File: src/rtl/instr_fetch_unit_pkg.sv
// Shared types and constants for the instruction fetch unit.
package instr_fetch_unit_pkg;

    // Fetch FSM: idle, request in flight, or request in flight whose data is stale.
    typedef enum logic [1:0] {
        IFU_IDLE = 2'd0,
        IFU_REQ  = 2'd1,
        IFU_DROP = 2'd2
    } ifu_state_t;

    localparam logic [31:0] WORD_BYTES = 32'd4;
    localparam logic [31:0] NOP        = 32'h0000_0000;

    // One prefetched instruction together with the address it was fetched from.
    typedef struct packed {
        logic [31:0] instr;
        logic [31:0] pc;
    } fetch_entry_t;

    function automatic logic [31:0] word_align(input logic [31:0] a);
        return {a[31:2], 2'b00};
    endfunction

endpackage

File: src/rtl/instr_fetch_unit_fifo.sv
// Prefetch FIFO: DEPTH x W storage with push/pop/flush; flush wins over push/pop.
module fetch_fifo #(
    parameter int DEPTH = 4,
    parameter int W     = 64
) (
    input  logic                   clk,
    input  logic                   rst_n,
    input  logic                   push,
    input  logic [W-1:0]           din,
    input  logic                   pop,
    input  logic                   flush,
    output logic [W-1:0]           dout,
    output logic [$clog2(DEPTH):0] count,
    output logic                   full,
    output logic                   empty
);
    localparam int AW = $clog2(DEPTH);
    localparam int CW = AW + 1;

    logic [W-1:0]  mem [DEPTH];
    logic [AW-1:0] wr_ptr, rd_ptr;
    logic [CW-1:0] cnt;
    logic          do_push, do_pop;

    assign full    = (cnt == CW'(DEPTH));
    assign empty   = (cnt == '0);
    assign do_push = push & ~full & ~flush;
    assign do_pop  = pop & ~empty & ~flush;
    assign dout    = mem[rd_ptr];
    assign count   = cnt;

    // Pointer and occupancy tracking; pointers wrap naturally since DEPTH is a power of two.
    always_ff @(posedge clk or negedge rst_n) begin
        if (!rst_n) begin
            wr_ptr <= '0;
            rd_ptr <= '0;
            cnt    <= '0;
        end else if (flush) begin
            wr_ptr <= '0;
            rd_ptr <= '0;
            cnt    <= '0;
        end else begin
            if (do_push) wr_ptr <= wr_ptr + 1'b1;
            if (do_pop)  rd_ptr <= rd_ptr + 1'b1;
            cnt <= cnt + CW'(do_push) - CW'(do_pop);
        end
    end

    // Entry storage.
    always_ff @(posedge clk or negedge rst_n) begin
        if (!rst_n) begin
            for (int i = 0; i < DEPTH; i++) mem[i] <= '0;
        end else if (do_push) begin
            mem[wr_ptr] <= din;
        end
    end

endmodule

File: src/rtl/instr_fetch_unit.sv
// Instruction fetch stage: prefetches sequential words over req/ack into a FIFO,
// hands {instr, pc} to the core, and flushes/refetches on redirect.
module instr_fetch_unit
    import instr_fetch_unit_pkg::*;
#(
    parameter int          DEPTH    = 4,
    parameter logic [31:0] RESET_PC = 32'h0000_0000
) (
    input  logic        clk,
    input  logic        rst_n,
    output logic        ir_valid,
    input  logic        ir_ready,
    output logic [31:0] ir,
    output logic [31:0] ir_pc,
    input  logic        redirect_valid,
    input  logic [31:0] redirect_pc,
    output logic        mem_req,
    output logic [31:0] mem_addr,
    input  logic        mem_ack,
    input  logic [31:0] mem_rdata,
    output logic [31:0] fetch_pc_out
);
    localparam int          CW      = $clog2(DEPTH) + 1;
    localparam logic [CW:0] DEPTH_C = (CW+1)'(DEPTH);

    ifu_state_t    state, state_nxt;
    logic [31:0]   fetch_pc, fetch_pc_nxt, addr_q, addr_nxt;
    fetch_entry_t  push_data, head, hold_q;
    logic          push, pop, full, empty, outstanding, space_after;
    logic [CW-1:0] count;
    logic [CW:0]   occ_after;

    // A request is in flight whenever the FSM is not idle.
    assign outstanding = (state != IFU_IDLE);
    assign push        = (state == IFU_REQ) && mem_ack && !redirect_valid && !full;
    assign pop         = !empty && ir_ready && !redirect_valid;
    assign push_data   = {mem_rdata, addr_q};
    assign occ_after   = {1'b0, count} + (CW+1)'(push) - (CW+1)'(pop);
    assign space_after = (occ_after < DEPTH_C);

    fetch_fifo #(.DEPTH(DEPTH), .W(64)) u_fifo (
        .clk   (clk),
        .rst_n (rst_n),
        .push  (push),
        .din   (push_data),
        .pop   (pop),
        .flush (redirect_valid),
        .dout  (head),
        .count (count),
        .full  (full),
        .empty (empty)
    );

    assign ir_valid     = !empty;
    assign ir           = empty ? hold_q.instr : head.instr;
    assign ir_pc        = empty ? hold_q.pc    : head.pc;
    assign mem_req      = outstanding;
    assign mem_addr     = addr_q;
    assign fetch_pc_out = fetch_pc;

    // Next state, next fetch address and the address presented with the next request.
    always_comb begin
        state_nxt    = state;
        fetch_pc_nxt = fetch_pc;
        addr_nxt     = addr_q;
        if (push)           fetch_pc_nxt = fetch_pc + WORD_BYTES;
        if (redirect_valid) fetch_pc_nxt = word_align(redirect_pc);
        case (state)
            IFU_IDLE: if (redirect_valid || space_after) state_nxt = IFU_REQ;
            IFU_REQ: begin
                if (mem_ack)             state_nxt = (redirect_valid || space_after) ? IFU_REQ : IFU_IDLE;
                else if (redirect_valid) state_nxt = IFU_DROP;
            end
            // The stale request must complete before the redirected one can start.
            IFU_DROP: if (mem_ack) state_nxt = IFU_REQ;
            default:  state_nxt = IFU_IDLE;
        endcase
        // Address only changes when a new request starts; held through REQ-wait and DROP.
        if (state_nxt == IFU_REQ) addr_nxt = fetch_pc_nxt;
    end

    // FSM, fetch PC and request address registers.
    always_ff @(posedge clk or negedge rst_n) begin
        if (!rst_n) begin
            state    <= IFU_IDLE;
            fetch_pc <= RESET_PC;
            addr_q   <= RESET_PC;
        end else begin
            state    <= state_nxt;
            fetch_pc <= fetch_pc_nxt;
            addr_q   <= addr_nxt;
        end
    end

    // Remember the last presented entry so ir/ir_pc hold while the FIFO is empty.
    always_ff @(posedge clk or negedge rst_n) begin
        if (!rst_n)      hold_q <= {NOP, 32'h0000_0000};
        else if (!empty) hold_q <= head;
    end

endmodule

File: config.mk
export PLATFORM = sky130hd
export DESIGN_NAME = instr_fetch_unit
export DESIGN_NICKNAME = d
export VERILOG_FILES = /design/src/rtl/instr_fetch_unit_pkg.sv /design/src/rtl/instr_fetch_unit_fifo.sv /design/src/rtl/instr_fetch_unit.sv
export SDC_FILE = /design/constraint.sdc
export NUM_CORES = 1
export LEC_CHECK = 0
export ABC_AREA = 1
export CAP_MARGIN = 20
export CORE_MARGIN = 3
export CORE_UTILIZATION = 54
export DETAILED_ROUTE_END_ITERATION = 8
export PLACE_DENSITY = 0.87
export SETUP_SLACK_MARGIN = 0.2
export SYNTH_ARGS = -nofsm -noshare
export SYNTH_HDL_FRONTEND = slang
export SYNTH_HIERARCHICAL = 1
export SYNTH_SLANG_ARGS = --single-unit
export TNS_END_PERCENT = 50
File: constraint.sdc
create_clock -name clk -period 6.95 [get_ports clk]
set_clock_uncertainty 0.2 [all_clocks]
set_input_delay 2.085 -clock clk [delete_from_list [all_inputs] [get_ports clk]]
set_output_delay 2.085 -clock clk [all_outputs]
set_load 0.01 [all_outputs]
Fig. 1: register map, names as in the netlist
Bar = 50 um. Other sequential cells in the stronger grey, the rest of the logic in the fainter grey.
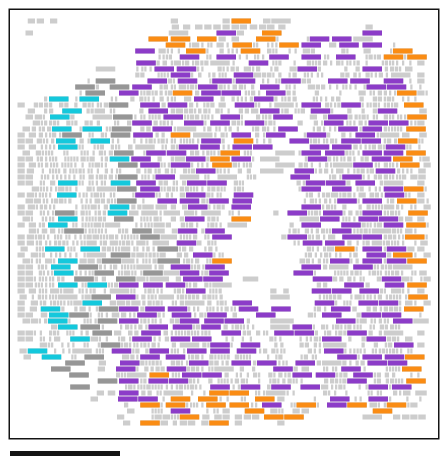
[purple] u_fifo/mem | placed flops: 256
[orange] hold_q | placed flops: 64
[cyan] fetch_pc_out | placed flops: 32
not coloured: 41

Fig. 2: metal layers overlaid
Bar = 50 um.
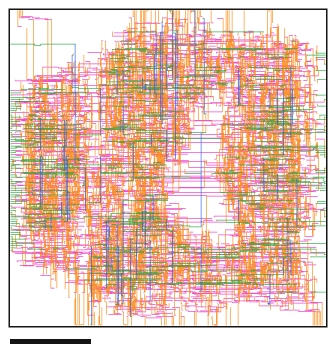
[orange] M2 | wire length: 26.2 mm
[blue] M4 | wire length: 1940 um
[magenta] M1 | wire length: 21.7 mm
[green] M3 | wire length: 6060 um
Global Route Usage Sum: 28.9%
routed len/inst: 19.1 um
via count: 17800
WL final: 56.0 mm

Fig. 3: cells coloured by class
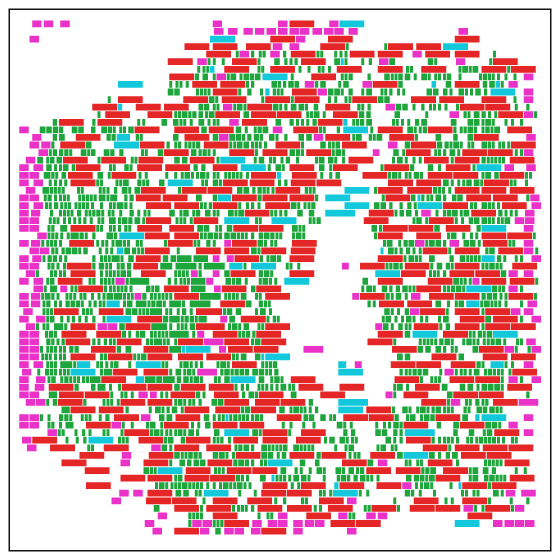
[red] registers | cells: 393 | share of their area: 46%
[magenta] remaining buffers and delay cells | cells: 220 | share of their area: 10%
[green] remaining logic cells | cells: 1792 | share of their area: 38%
[cyan] clock drivers and dummy loads | cells: 74 | share of their area: 6.4%

Fig. 4: routing congestion map
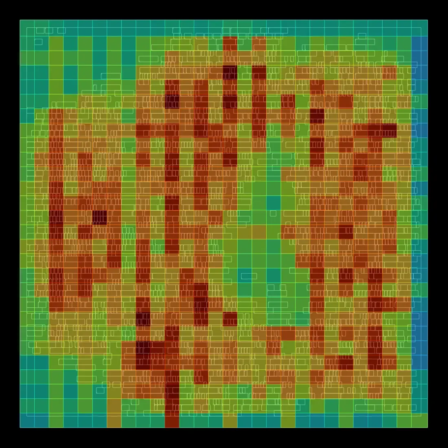
M3 GR Usage: 4.64%
gr busiest metal: met2
Core Util, Final: 63.9%
met1 Usage GRT: 39.8%
GR Util met2: 46.4%

==> impl_metrics.ini <==
; synthesis and place-and-route metrics
[outcome]
outcome = completed

[yosys]
yosysChipArea_um2 = 19100
synthFlopType = dfrtp_1
synth.distinct_cells = 37
synth_area_leader_cell = dfrtp_1
yosysCellCount = 2366

[clock_network]
ctsLongestPathBuffers = 3
post_cts_resized = 0

[power_and_ir_drop]
peakVddDrop_mv = 0.207

[run]
max_cap_viol_count = 0

[grt]
grt_max_degree = 163
antenna_found_initial = 0

[drt]
via_per_inst = 6.06
drc = 0
firstDrtPassIters = 6

[worst_hold_path]
hold_path_class = reg -> reg

[timing]
rsz0062_at_grt = false
tns_ns = 0
tightest_slew_ns = 1.02
max_freq_mhz = 169

[worst_setup_path]
path_common_cell = nand2_1
critPathSlowestCell = dfrtp_4
[worst max path at each step]
stage,start,slack [ns],end,cells after the start
2_1_floorplan,redirect_valid,2.32,u_fifo/count[2]$_DFF_PN0_,17
3_3_place_gp,redirect_valid,1.55,u_fifo/mem[182]$_DFFE_PN0P_,9
3_5_place_dp,redirect_valid,1.49,u_fifo/count[2]$_DFF_PN0_,15
4_1_cts,u_fifo/rd_ptr[0]$_DFFE_PN0P_,1.07,ir_pc[21],7
5_1_grt,u_fifo/rd_ptr[0]$_DFFE_PN0P_,0.88,ir_pc[21],7
6_report,u_fifo/rd_ptr[0]$_DFFE_PN0P_,1.02,ir_pc[21],7
[sequential cells by signal (all words and copies together) (netlist names)]
register	count
state	2
u_fifo/wr_ptr	2
u_fifo/count	3
u_fifo/rd_ptr	2
mem_addr	32
hold_q	64
fetch_pc_out	32
u_fifo/mem	256
[worst max-delay path, delay by kind of cell, from the launching register on]
kind | cells | cell delay, ns
AND-OR/OR-AND | 2 | 0.41
flip-flops | 1 | 0.79
buffers and inverters | 3 | 1.63
AND/OR/NAND/NOR | 2 | 0.25
[stage by stage]
stage	total power [W]	area (um2)	instances	worst slack, ns	util [%]
2_1_floorplan	0.00451	19100	2366	2.32	-
3_3_place_gp	0.00544	20800	2860	1.55	59.9
3_5_place_dp	0.00553	20800	2860	1.49	59.9
4_1_cts	0.00778	22200	2934	1.07	63.9
5_1_grt	0.00818	22200	2934	0.878	63.9
6_report	0.00776	22200	2934	1.02	63.9
[metal layers]
layer  wire length [um]  up-vias  track usage, %
li1                   -     8028               -
met1              21700     8452            39.8
met2              26200     1117            46.4
met3               6060      178            4.64
met4               1940        0            11.3
met5                  0        -               0
[area by class of cell]
type                            instances  area (um2)
Timing Repair Buffer                  220        2200
Inverter                               45         181
Multi-Input combinational cell       1747        8020
Fill cell                            2820       12500
Clock buffer                           59        1220
Sequential cell                       393        9840
Tap cell                              455         569
Clock inverter                         15         160
[placed cells by master, fill, tap and decap left out, types with 5 or more instances in the layout]
cell type | Yosys | layout
buf_4 | 6 | 20
nand3b_1 | 10 | 10
xor2_1 | 10 | 10
clkbuf_1 | 59 | 8
o22ai_1 | 64 | 64
and2_1 | 13 | 13
or2_2 | 14 | 14
clkinv_2 | 0 | 9
nor2_1 | 196 | 196
inv_2 | 5 | 6
inv_1 | 39 | 36
clkbuf_8 | 0 | 8
a21oi_1 | 5 | 5
nand3_1 | 45 | 45
o21ai_0 | 135 | 135
ha_1 | 10 | 6
nand2_1 | 964 | 964
nand4_1 | 257 | 257
clkbuf_16 | 0 | 43
clkdlybuf4s50_1 | 0 | 195
dfrtp_1 | 393 | 391
[cell families after synthesis]
logic type                 after synthesis  synth area share, %
buffers and inverters                  226                 6.54
xor gates and xnor gates                10                0.459
and+or+nand+nor                       1516                 34.7
AOI/OAI and AO/OA                      210                 6.00
adders and majority gates               11                0.760
DFF                                    393                 51.5
[power breakdown]
| part | internal (W) | switching, W | total, W |
|---|---|---|---|
| logic | 0.000948 | 0.00124 | 0.00219 |
| registers | 0.00288 | 0.000459 | 0.00334 |
| clock network | 0.00133 | 0.000900 | 0.00223 |
| total | 0.00516 | 0.00260 | 0.00776 |
Power figures rest on the tool's default switching activity, not on a simulated workload.
